--- src/rtl/serial_frame_tx_if.sv ---
// Handshake and serial-line bundle between a word source and serial_frame_tx.
// The source uses the master modport and the transmitter uses the slave modport.
interface serial_frame_tx_if #(
  parameter int DATA_W = 8
);
  logic [DATA_W-1:0] DATA_i;
  logic              VALID_i;
  logic              READY_o;
  logic              TX_o;
  logic              BUSY_o;
  logic              DONE_o;

  modport master (
    output DATA_i, VALID_i,
    input  READY_o, TX_o, BUSY_o, DONE_o
  );

  modport slave (
    input  DATA_i, VALID_i,
    output READY_o, TX_o, BUSY_o, DONE_o
  );
endinterface

--- src/rtl/serial_frame_tx.sv ---
// Framed serial transmitter: start bit, DATA_W data bits LSB first, stop bit, CLK_DIV clocks per bit.
// Define PARITY_EN to insert an even-parity bit between the last data bit and the stop bit.
module serial_frame_tx #(
  parameter int DATA_W  = 8,
  parameter int CLK_DIV = 4
) (
  input  logic             C_i,
  input  logic             nR_i,
  serial_frame_tx_if.slave bus
);
  localparam int TW = $clog2(CLK_DIV) + 1;
  localparam int IW = $clog2(DATA_W) + 1;

  typedef enum logic [2:0] {
    S_IDLE   = 3'd0,
    S_START  = 3'd1,
    S_DATA   = 3'd2,
`ifdef PARITY_EN
    S_PARITY = 3'd3,
`endif
    S_STOP   = 3'd4
  } state_t;

  state_t            r_state, w_state_next;
  logic [TW-1:0]     r_timer, w_timer_next;
  logic [IW-1:0]     r_idx, w_idx_next;
  logic [DATA_W-1:0] r_shift, w_shift_next;
  logic              r_tx, w_tx_next;
  logic              r_ready, w_ready_next;
  logic              r_busy, w_busy_next;
  logic              r_done, w_done_next;
  logic              w_accept, w_bit_end, w_last_bit;
`ifdef PARITY_EN
  logic              r_parity;
`endif

  assign w_accept   = bus.VALID_i & r_ready;
  assign w_bit_end  = (r_timer == TW'(CLK_DIV - 1));
  assign w_last_bit = (r_idx == IW'(DATA_W - 1));

  assign bus.TX_o    = r_tx;
  assign bus.READY_o = r_ready;
  assign bus.BUSY_o  = r_busy;
  assign bus.DONE_o  = r_done;

  always_ff @(posedge C_i) begin
    if (!nR_i) begin
      r_state  <= S_IDLE;
      r_timer  <= '0;
      r_idx    <= '0;
      r_shift  <= '0;
      r_tx     <= 1'b1;
      r_ready  <= 1'b1;
      r_busy   <= 1'b0;
      r_done   <= 1'b0;
`ifdef PARITY_EN
      r_parity <= 1'b0;
`endif
    end else begin
      r_state  <= w_state_next;
      r_timer  <= w_timer_next;
      r_idx    <= w_idx_next;
      r_shift  <= w_shift_next;
      r_tx     <= w_tx_next;
      r_ready  <= w_ready_next;
      r_busy   <= w_busy_next;
      r_done   <= w_done_next;
`ifdef PARITY_EN
      if (r_state == S_IDLE && w_accept) begin
        r_parity <= ^bus.DATA_i;
      end
`endif
    end
  end

  always_comb begin
    w_state_next = r_state;
    case (r_state)
      S_IDLE:  if (w_accept) w_state_next = S_START;
      S_START: if (w_bit_end) w_state_next = S_DATA;
      S_DATA: begin
        if (w_bit_end && w_last_bit) begin
`ifdef PARITY_EN
          w_state_next = S_PARITY;
`else
          w_state_next = S_STOP;
`endif
        end
      end
`ifdef PARITY_EN
      S_PARITY: if (w_bit_end) w_state_next = S_STOP;
`endif
      S_STOP:  if (w_bit_end) w_state_next = S_IDLE;
      default: w_state_next = S_IDLE;
    endcase
  end

  // Line level is decoded from the state being entered so every output stays registered.
  always_comb begin
    w_timer_next = r_timer;
    w_idx_next   = r_idx;
    w_shift_next = r_shift;
    if (r_state == S_IDLE) begin
      if (w_accept) begin
        w_timer_next = '0;
        w_idx_next   = '0;
        w_shift_next = bus.DATA_i;
      end
    end else begin
      w_timer_next = w_bit_end ? '0 : r_timer + TW'(1);
      if (r_state == S_DATA && w_bit_end) begin
        w_shift_next = r_shift >> 1;
        w_idx_next   = r_idx + IW'(1);
      end
    end

    case (w_state_next)
      S_START:  w_tx_next = 1'b0;
      S_DATA:   w_tx_next = w_shift_next[0];
`ifdef PARITY_EN
      S_PARITY: w_tx_next = r_parity;
`endif
      default:  w_tx_next = 1'b1;
    endcase

    w_ready_next = (w_state_next == S_IDLE);
    w_busy_next  = (w_state_next != S_IDLE);
    w_done_next  = (r_state == S_STOP) && (w_state_next == S_IDLE);
  end
endmodule
--- src/flat_wrapper.sv ---
// flat-port wrapper written by rule: the top's interface ports become plain ports
module serial_frame_tx_flat 
#(
  parameter int DATA_W  = 8,
  parameter int CLK_DIV = 4
)
  (C_i, nR_i, bus_DATA_i, bus_VALID_i, bus_READY_o, bus_TX_o, bus_BUSY_o, bus_DONE_o);
  serial_frame_tx_if #(.DATA_W(DATA_W)) bus_i ();
  input  logic C_i;
  input  logic nR_i;
  input wire logic [$bits(bus_i.DATA_i)-1:0] bus_DATA_i;
  input wire logic [$bits(bus_i.VALID_i)-1:0] bus_VALID_i;
  output wire logic [$bits(bus_i.READY_o)-1:0] bus_READY_o;
  output wire logic [$bits(bus_i.TX_o)-1:0] bus_TX_o;
  output wire logic [$bits(bus_i.BUSY_o)-1:0] bus_BUSY_o;
  output wire logic [$bits(bus_i.DONE_o)-1:0] bus_DONE_o;
  assign bus_i.DATA_i = bus_DATA_i;
  assign bus_i.VALID_i = bus_VALID_i;
  assign bus_READY_o = bus_i.READY_o;
  assign bus_TX_o = bus_i.TX_o;
  assign bus_BUSY_o = bus_i.BUSY_o;
  assign bus_DONE_o = bus_i.DONE_o;
  serial_frame_tx #(.DATA_W(DATA_W), .CLK_DIV(CLK_DIV)) u_core (.C_i(C_i), .nR_i(nR_i), .bus(bus_i));
endmodule
--- config.mk ---
export PLATFORM = sky130hd
export DESIGN_NAME = serial_frame_tx_flat
export DESIGN_NICKNAME = d
export VERILOG_FILES = /design/src/rtl/serial_frame_tx_if.sv /design/src/rtl/serial_frame_tx.sv /design/src/flat_wrapper.sv
export SDC_FILE = /design/constraint.sdc
export NUM_CORES = 1
export LEC_CHECK = 0
export ABC_AREA = 1
export ABC_CLOCK_PERIOD_IN_PS = 3200
export CAP_MARGIN = 20
export CORE_UTILIZATION = 50
export CTS_CLUSTER_DIAMETER = 120
export DETAILED_ROUTE_END_ITERATION = 8
export PLACE_DENSITY = 0.74
export SETUP_SLACK_MARGIN = 0.02
export SLEW_MARGIN = 30
export SYNTH_ARGS = -nofsm -noshare
export SYNTH_HDL_FRONTEND = slang
export SYNTH_SLANG_ARGS = --single-unit
--- constraint.sdc ---
create_clock -name C_i -period 3.2 [get_ports C_i]
set_input_delay 0.64 -clock C_i [delete_from_list [all_inputs] [get_ports C_i]]
set_output_delay 0.64 -clock C_i [all_outputs]
set_load 0.01 [all_outputs]
### Register map, names as in the netlist, run 1

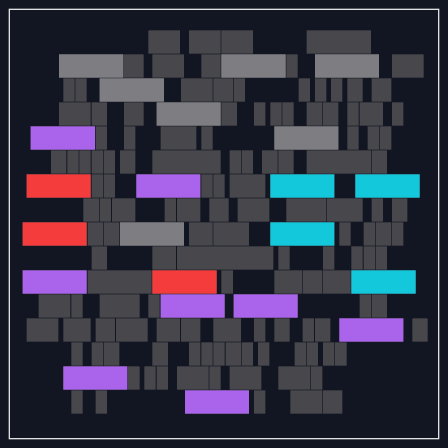
Key: `u_core.r_shift` = purple [sequential cells 8]; `u_core.r_timer` = red [sequential cells 3]; `u_core.r_idx` = cyan [sequential cells 4, where right middle]
Sequential Area: 440 um^2
final core utilization: 65.1%
flop share of the area: 33.8%
Seq group: 301 uW

### Clock routing, run 1

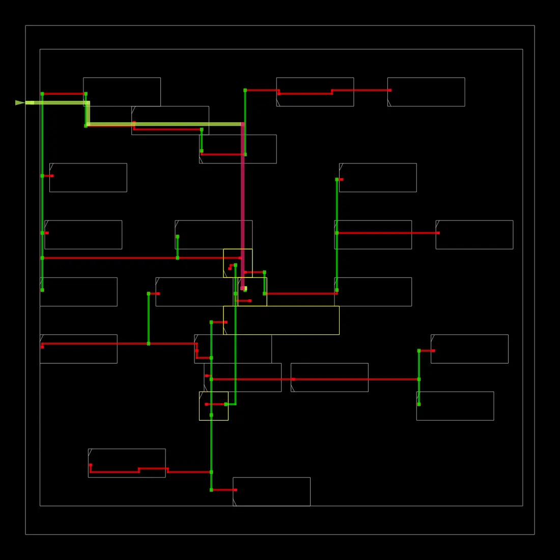
clk latency late pin: 300 ps
flip-flops: 22
Clock buffer cells: 3

==> impl_metrics.yaml, run 1 <==
# implementation run metrics
floorplanning:
  fp_util_pct: 54.0
  io_pins: 15
  chipArea_um2: 2350
worst_setup_path:
  worst_path_dominant_cell_family: "buffers and inverters"
  path_max_fanout: 4
  reg2reg_slack_ps: 1740
  path_class: "flop to primary output"
  path_depth: 1
  cp_slowest_cell: "clkdlybuf4s50_1"
  slowest_delay_ps: 570
route:
  drt_first_pass_iters: 4
  vias: 900
  drtAntennaViolNets: 0
  routedWlPerCell_um: 11.1
  totalWireLength_um: 2020
  drt_iter0_drc: 14
cts:
  ctsResizeCount: 0
  cts_tree: "yes"
  post_cts_buffers: 0
  cts_hold_buffers: 0
  cts_buffers: 3
yosys:
  synth_nets: 151
  synth.distinct_cells: 23
  ys_seq_share_pct: 40.7
  synth.avg_cell_area_um2: 7.83
  syn_area_um2: 1080
layout:
  syn_to_final_growth_pct: 20.6
  diodes: 0
  drive_above_1_share_pct: 18.7
  layout_top_cells: "nand2_1, dfxtp_1, nor2_1, clkdlybuf4s50_1, a21oi_1"
run_status:
  run_status: "finished clean"
final_timing:
  relSlewSlack_pct: 67.5
  max_freq_mhz: 510
  tightest_slew_ps: 487
  period_minus_slack_ps: 1960
  min_period_over_period_pct: 61.3
  finalSetupViolations: 0
  tns_ps: 0
  hold-worst-slack_ps: 476
power:
  power_leakage_uw: 0.000583
  peakVddDrop_uv: 323
global_route:
  grt_pass1_wl_um: 3720
  grt_max_degree: 14
  grtUsageTotal_pct: 20.4
worst_hold_path:
  hold_path_end: "u_core.r_shift[7]$_SDFFE_PN0P_"
### Clock distribution, run 1

Bar = 10 um.
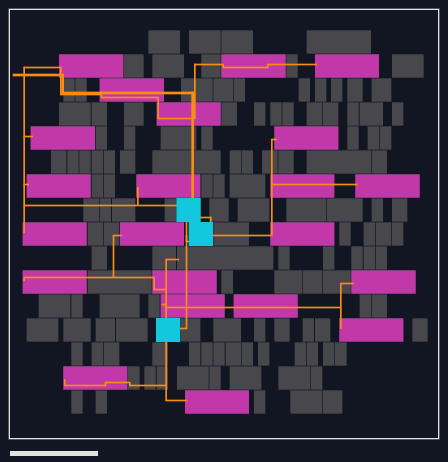
Key: clock wires = orange [length 259 um]; flip-flops = magenta [count 22]; clock drivers = cyan [count 3]
There are 4 routed clock nets. Position of the flops: widely spread.
Clock power frac: 34.6%
Final Skew: 10.5 ps

run 1: how the worst max path moves through the flow:
stage	startpoint	to	slack, ps
final	u_core.bus.READY_o$_SDFF_PN1_	bus_READY_o	1240
after global routing	u_core.bus.READY_o$_SDFF_PN1_	bus_READY_o	1190
after CTS	u_core.bus.READY_o$_SDFF_PN1_	bus_READY_o	1220
after detailed placement	bus_VALID_i	u_core.r_shift[5]$_SDFFE_PN0P_	1250
after global placement	bus_VALID_i	u_core.r_shift[1]$_SDFFE_PN0P_	1290
after floorplan	bus_VALID_i	u_core.r_shift[1]$_SDFFE_PN0P_	1930
run 1: flip-flops by register name, summed over array words and instances, names as in the netlist:
| register | flops |
|---|---|
| u_core.bus.BUSY_o | 1 |
| u_core.r_timer | 3 |
| u_core.bus.DONE_o | 1 |
| u_core.bus.TX_o | 1 |
| u_core.r_shift | 8 |
| u_core.bus.READY_o | 1 |
| u_core.r_idx | 4 |
| u_core.r_state | 3 |
run 1: per-stage QoR:
step	setup slack, ps	cells	power (uW)	cell area (um^2)
after global placement	1290	178	402	1250
after CTS	1220	182	617	1300
final	1240	182	609	1300
after floorplan	1930	138	370	1080
after global routing	1190	182	641	1300
after detailed placement	1250	178	405	1250
run 1: routing by layer:
| layer | up-vias | routed length (um) | global-route usage (%) |
|---|---|---|---|
| li1 | 477 | - | - |
| met1 | 402 | 995 | 26.3 |
| met2 | 19 | 955 | 35.0 |
| met3 | 2 | 55 | 3.77 |
| met4 | 0 | 15 | 5.88 |
| met5 | - | 0 | 0 |
run 1: report_power, final:
group	internal [uW]	leakage, uW	switching (uW)
Clock	127	0.0000279	84.1
Combinational	43.3	0.000375	54.1
Sequential	289	0.000180	11.4
Total	459	0.000583	150
run 1: kinds of logic (layout without fill, tap and decap cells):
| kind of cell | after synthesis | in the layout | share of synthesized area (%) |
|---|---|---|---|
| and+or+nand+nor | 82 | 82 | 41.6 |
| DFF | 22 | 22 | 40.7 |
| AOI/OAI and AO/OA | 18 | 18 | 10.1 |
| buffers and inverters | 14 | 31 | 5.32 |
| adders and majority gates | 2 | 2 | 2.31 |
run 1: Yosys cell counts:
cell | count | area [um^2]
nand2_1 | 38 | 143
dfxtp_1 | 22 | 440
nor2_1 | 14 | 52.6
a21oi_1 | 11 | 55.1
nand3_1 | 10 | 50.1
inv_1 | 9 | 33.8
nand2_2 | 6 | 37.5
a21oi_2 | 3 | 26.3
inv_2 | 3 | 11.3
nand2_4 | 3 | 33.8
nor2_2 | 3 | 18.8
nor2_8 | 3 | 60.1
a211oi_1 | 2 | 15.0
ha_1 | 2 | 25.0
clkbuf_1 | 1 | 3.75
inv_6 | 1 | 8.76
nand3_2 | 1 | 10.0
nand4_1 | 1 | 6.26
nand4_4 | 1 | 21.3
nor2_4 | 1 | 11.3
nor3_1 | 1 | 5.00
o21ai_0 | 1 | 5.00
o21bai_1 | 1 | 7.51
run 1: area by class of cell:
cell class,count,area [um^2]
Sequential cell,22,440
Tap cell,27,33.8
Fill cell,182,698
Clock inverter,1,30.0
Inverter,13,53.8
Clock buffer,3,22.5
Multi-Input combinational cell,102,583
Timing Repair Buffer,14,140
### Signal metal coverage by tile, run 1

10 x 10 tiles, from dark blue (low) to red (high), scaled to the fullest tile. Values are wire area over tile area, all layers added.
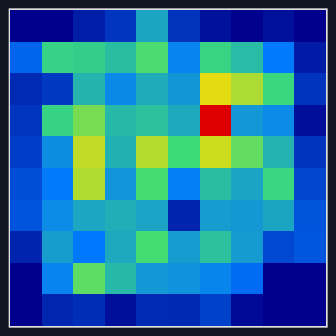

==> run 2: changes to the inputs <==
--- a/config.mk
+++ b/config.mk
@@ -6,12 +6,12 @@
 export NUM_CORES = 1
 export LEC_CHECK = 0
 export ABC_AREA = 1
-export ABC_CLOCK_PERIOD_IN_PS = 3200
+export ABC_CLOCK_PERIOD_IN_PS = 1700
 export CAP_MARGIN = 20
-export CORE_UTILIZATION = 50
+export CORE_UTILIZATION = 47
 export CTS_CLUSTER_DIAMETER = 120
 export DETAILED_ROUTE_END_ITERATION = 8
-export PLACE_DENSITY = 0.74
+export PLACE_DENSITY = 0.73
 export SETUP_SLACK_MARGIN = 0.02
 export SLEW_MARGIN = 30
 export SYNTH_ARGS = -nofsm -noshare
==> constraint.sdc (replaced) <==
create_clock -name C_i -period 1.7 [get_ports C_i]
set_input_delay 0.34 -clock C_i [delete_from_list [all_inputs] [get_ports C_i]]
set_output_delay 0.34 -clock C_i [all_outputs]
set_load 0.01 [all_outputs]
### Signal metal coverage by tile, run 2

10 x 10 tiles, from dark blue (low) to red (high), scaled to the fullest tile. Values are wire area over tile area, all layers added.
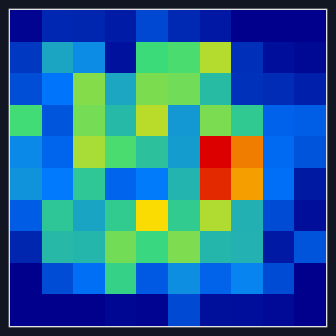
The mean over all tiles is 0.12. The emptiest ninth of the die: top right. 19% of the tiles are over half the peak.
via count: 930
GRT Total Usage: 18.6%
Routed wire per std cell: 10.7 um
drt total wl: 1960 um

==> impl_metrics.yaml, run 2 <==
# implementation run metrics
floorplanning:
  fp_util_pct: 49.3
placement:
  post_dp_cell_area_um2: 1260
route:
  drt_iter0_drc: 12
  drt_first_pass_iters: 4
final_timing:
  finalSetupViolations: 0
  max_freq_mhz: 639
  tns_ps: 0
  relSlewSlack_pct: 66.2
  min_period_over_period_pct: 92.0
  fin_skew_ps: 2.79
worst_setup_path:
  cp_slowest_cell: "clkdlybuf4s50_1"
  slowest_delay_ps: 540
  path_max_fanout: 4
yosys:
  top_area_cell: "dfxtp_1"
  syn_area_um2: 1080
  synthTopCellsByArea: "dfxtp_1, nand2_1, nor2_8"
  xor_share_pct: 0
  synth-main-ff-cell: "dfxtp_1"
  synthMuxAreaShare_pct: 0
  ys_sh_aoi_pct: 10.1
  topCombFamilyByArea: "simple AND/OR/NAND/NOR gates"
  synth_nets: 151
  edf_count: 0
  async_flop_share_pct: 0
  synth.distinct_cells: 23
  synth.avg_cell_area_um2: 7.83
cts:
  clk_latency_ps: 300
  cts_buffers: 3
  cts_hold_buffers: 0
  post_cts_buffers: 0
  ctsResizeCount: 0
layout:
  drive_above_1_share_pct: 19.4
  fillers: 211
  top_register: "u_core.r_shift"
  diodes: 0
  largest_reg_flops: 8
  syn_to_final_growth_pct: 18.7
  top_regs: "u_core.r_shift x8, u_core.r_idx x4"
run_status:
  run_status: "finished clean"
power:
  power_leakage_uw: 0.000573
global_route:
  grt_max_degree: 14
run 2: cell counts after synthesis:
Identical to the previous run, type by type.
run 2: final cells by class:
type	instances	area, um^2	area share (%)
Tap cell	28	35.0	2.73
Timing Repair Buffer	15	148	11.5
Multi-Input combinational cell	102	583	45.4
Sequential cell	22	442	34.4
Clock buffer	3	22.5	1.75
Inverter	13	53.8	4.19
run 2: path summary, 6_finish.rpt:
kind	start	endpoint	slack, ps	depth (start not counted)
max	u_core.bus.READY_o$_SDFF_PN1_	bus_READY_o	140	1
min	u_core.r_shift[7]$_SDFFE_PN0P_	u_core.r_shift[7]$_SDFFE_PN0P_	480	2
max reg2reg	u_core.r_timer[0]$_SDFFE_PN0P_	u_core.r_shift[4]$_SDFFE_PN0P_	250	8
min reg2reg	u_core.r_shift[7]$_SDFFE_PN0P_	u_core.r_shift[7]$_SDFFE_PN0P_	480	2
run 2: report_power, final:
group	internal [uW]	switching, uW
clock	82.5	143
combinational	83.2	103
sequential	545	21.7
run 2: per-stage QoR:
stage	utilization [%]	hold slack (ps)	worst slack, ps	cells
finish	58.6	478	136	183
CTS	58.5	482	43.8	183
global placement	57.5	457	114	180
detailed placement	57.5	461	66.4	180
floorplan	-	444	455	138
global route	58.6	503	71.5	183
run 2: kinds of logic (layout without fill, tap and decap cells):
kind of cell,Yosys count,after routing
AOI/OAI and AO/OA,18,18
adders and majority gates,2,2
buffers and inverters,14,31
DFF,22,22
and+or+nand+nor,82,82
run 2: metal layers:
layer | global-route usage (%) | up-vias | share of wire [%]
li1 | - | 481 | -
met1 | 19.8 | 421 | 43
met2 | 34.5 | 24 | 51
met3 | 3.70 | 4 | 4.0
met4 | 9.05 | 0 | 1.4
met5 | 0 | - | 0
==> run 3: changes to the inputs <==
--- a/config.mk
+++ b/config.mk
@@ -17,3 +17,4 @@
 export SYNTH_ARGS = -nofsm -noshare
 export SYNTH_HDL_FRONTEND = slang
 export SYNTH_SLANG_ARGS = --single-unit
+export TNS_END_PERCENT = 100
### Signal metal coverage by tile, run 3

10 x 10 tiles, from dark blue (low) to red (high), scaled to the fullest tile. Values are wire area over tile area, all layers added.
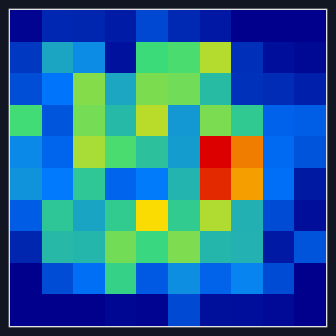

==> impl_metrics.yaml, run 3 <==
# implementation run metrics
yosys:
  yosys-top-cells-count: "nand2_1, dfxtp_1, nor2_1"
  edf_count: 0
  syn_area_um2: 1080
  top_cell_area_share_pct: 40.7
  synth.distinct_cells: 23
  synth_nets: 151
worst_setup_path:
  path_max_fanout: 4
  path_class: "flop to primary output"
  worst_path_dominant_cell_family: "buffers and inverters"
final_timing:
  hold-worst-slack_ps: 478
  min_period_over_period_pct: 92.0
  max_freq_mhz: 639
  fin_skew_ps: 2.79
  relSlewSlack_pct: 66.2
route:
  vias: 930
  drt_first_pass_iters: 4
  drtAntennaViolNets: 0
power:
  power_leakage_uw: 0.000573
  power_uw: 979
layout:
  drive_above_1_share_pct: 19.4
  layout_top_cells: "nand2_1, dfxtp_1, nor2_1, clkdlybuf4s50_1, a21oi_1"
run_status:
  run_status: "finished clean"
## run 3: cell counts after synthesis
No cell type changed its count.
## run 3: worst min-delay path, cell delays in order (launching register included)
cell	delay, ps
dfxtp_1	340
nand2_2	70
a21oi_2	40
## run 3: worst paths after layout
check                                                     from                        endpoint  slack [ps]  cells past startpoint
worst max-delay path             u_core.bus.READY_o$_SDFF_PN1_                     bus_READY_o         140                      1
worst min-delay path            u_core.r_shift[7]$_SDFFE_PN0P_  u_core.r_shift[7]$_SDFFE_PN0P_         480                      2
worst max register to register  u_core.r_timer[0]$_SDFFE_PN0P_  u_core.r_shift[4]$_SDFFE_PN0P_         250                      8
worst min register to register  u_core.r_shift[7]$_SDFFE_PN0P_  u_core.r_shift[7]$_SDFFE_PN0P_         480                      2
## run 3: final cells by class
| class | count | area, um^2 |
|---|---|---|
| Clock buffer | 3 | 22.5 |
| Sequential cell | 22 | 442 |
| Timing Repair Buffer | 15 | 148 |
| Inverter | 13 | 53.8 |
| Multi-Input combinational cell | 102 | 583 |
| Tap cell | 28 | 35.0 |
| Fill cell | 211 | 907 |
## run 3: repair_timing
item,4_1_cts,5_1_grt
gates resized,0,1
endpoints found under the hold margin,0,0
setup endpoints to repair,0,1
hold buffers,0,0
buffers inserted,0,0
## run 3: metal layers
metal / wire, um / vias to the layer above / GRT usage, %
li1: - / 481 / -
met1: 844 / 421 / 19.8
met2: 1010 / 24 / 34.5
met3: 79 / 4 / 3.70
met4: 28 / 0 / 9.05
met5: 0 / - / 0
## run 3: per-stage QoR
stage               worst slack [ps]  area [um^2]
floorplan                        455         1080
global placement                 114         1260
detailed placement              66.4         1260
CTS                             43.8         1280
global route                    71.5         1280
finish                           136         1280
## run 3: cells by family after synthesis
group	share of synthesized area, %
DFF	40.7
AOI/OAI and AO/OA	10.1
adders and majority gates	2.31
and+or+nand+nor	41.6
buffers and inverters	5.32
## run 3: report_power, final
part	internal, uW	switching [uW]
registers	545	21.7
clock network	82.5	143
logic	83.2	103
total	711	268
Power and IR drop assume default switching activity.
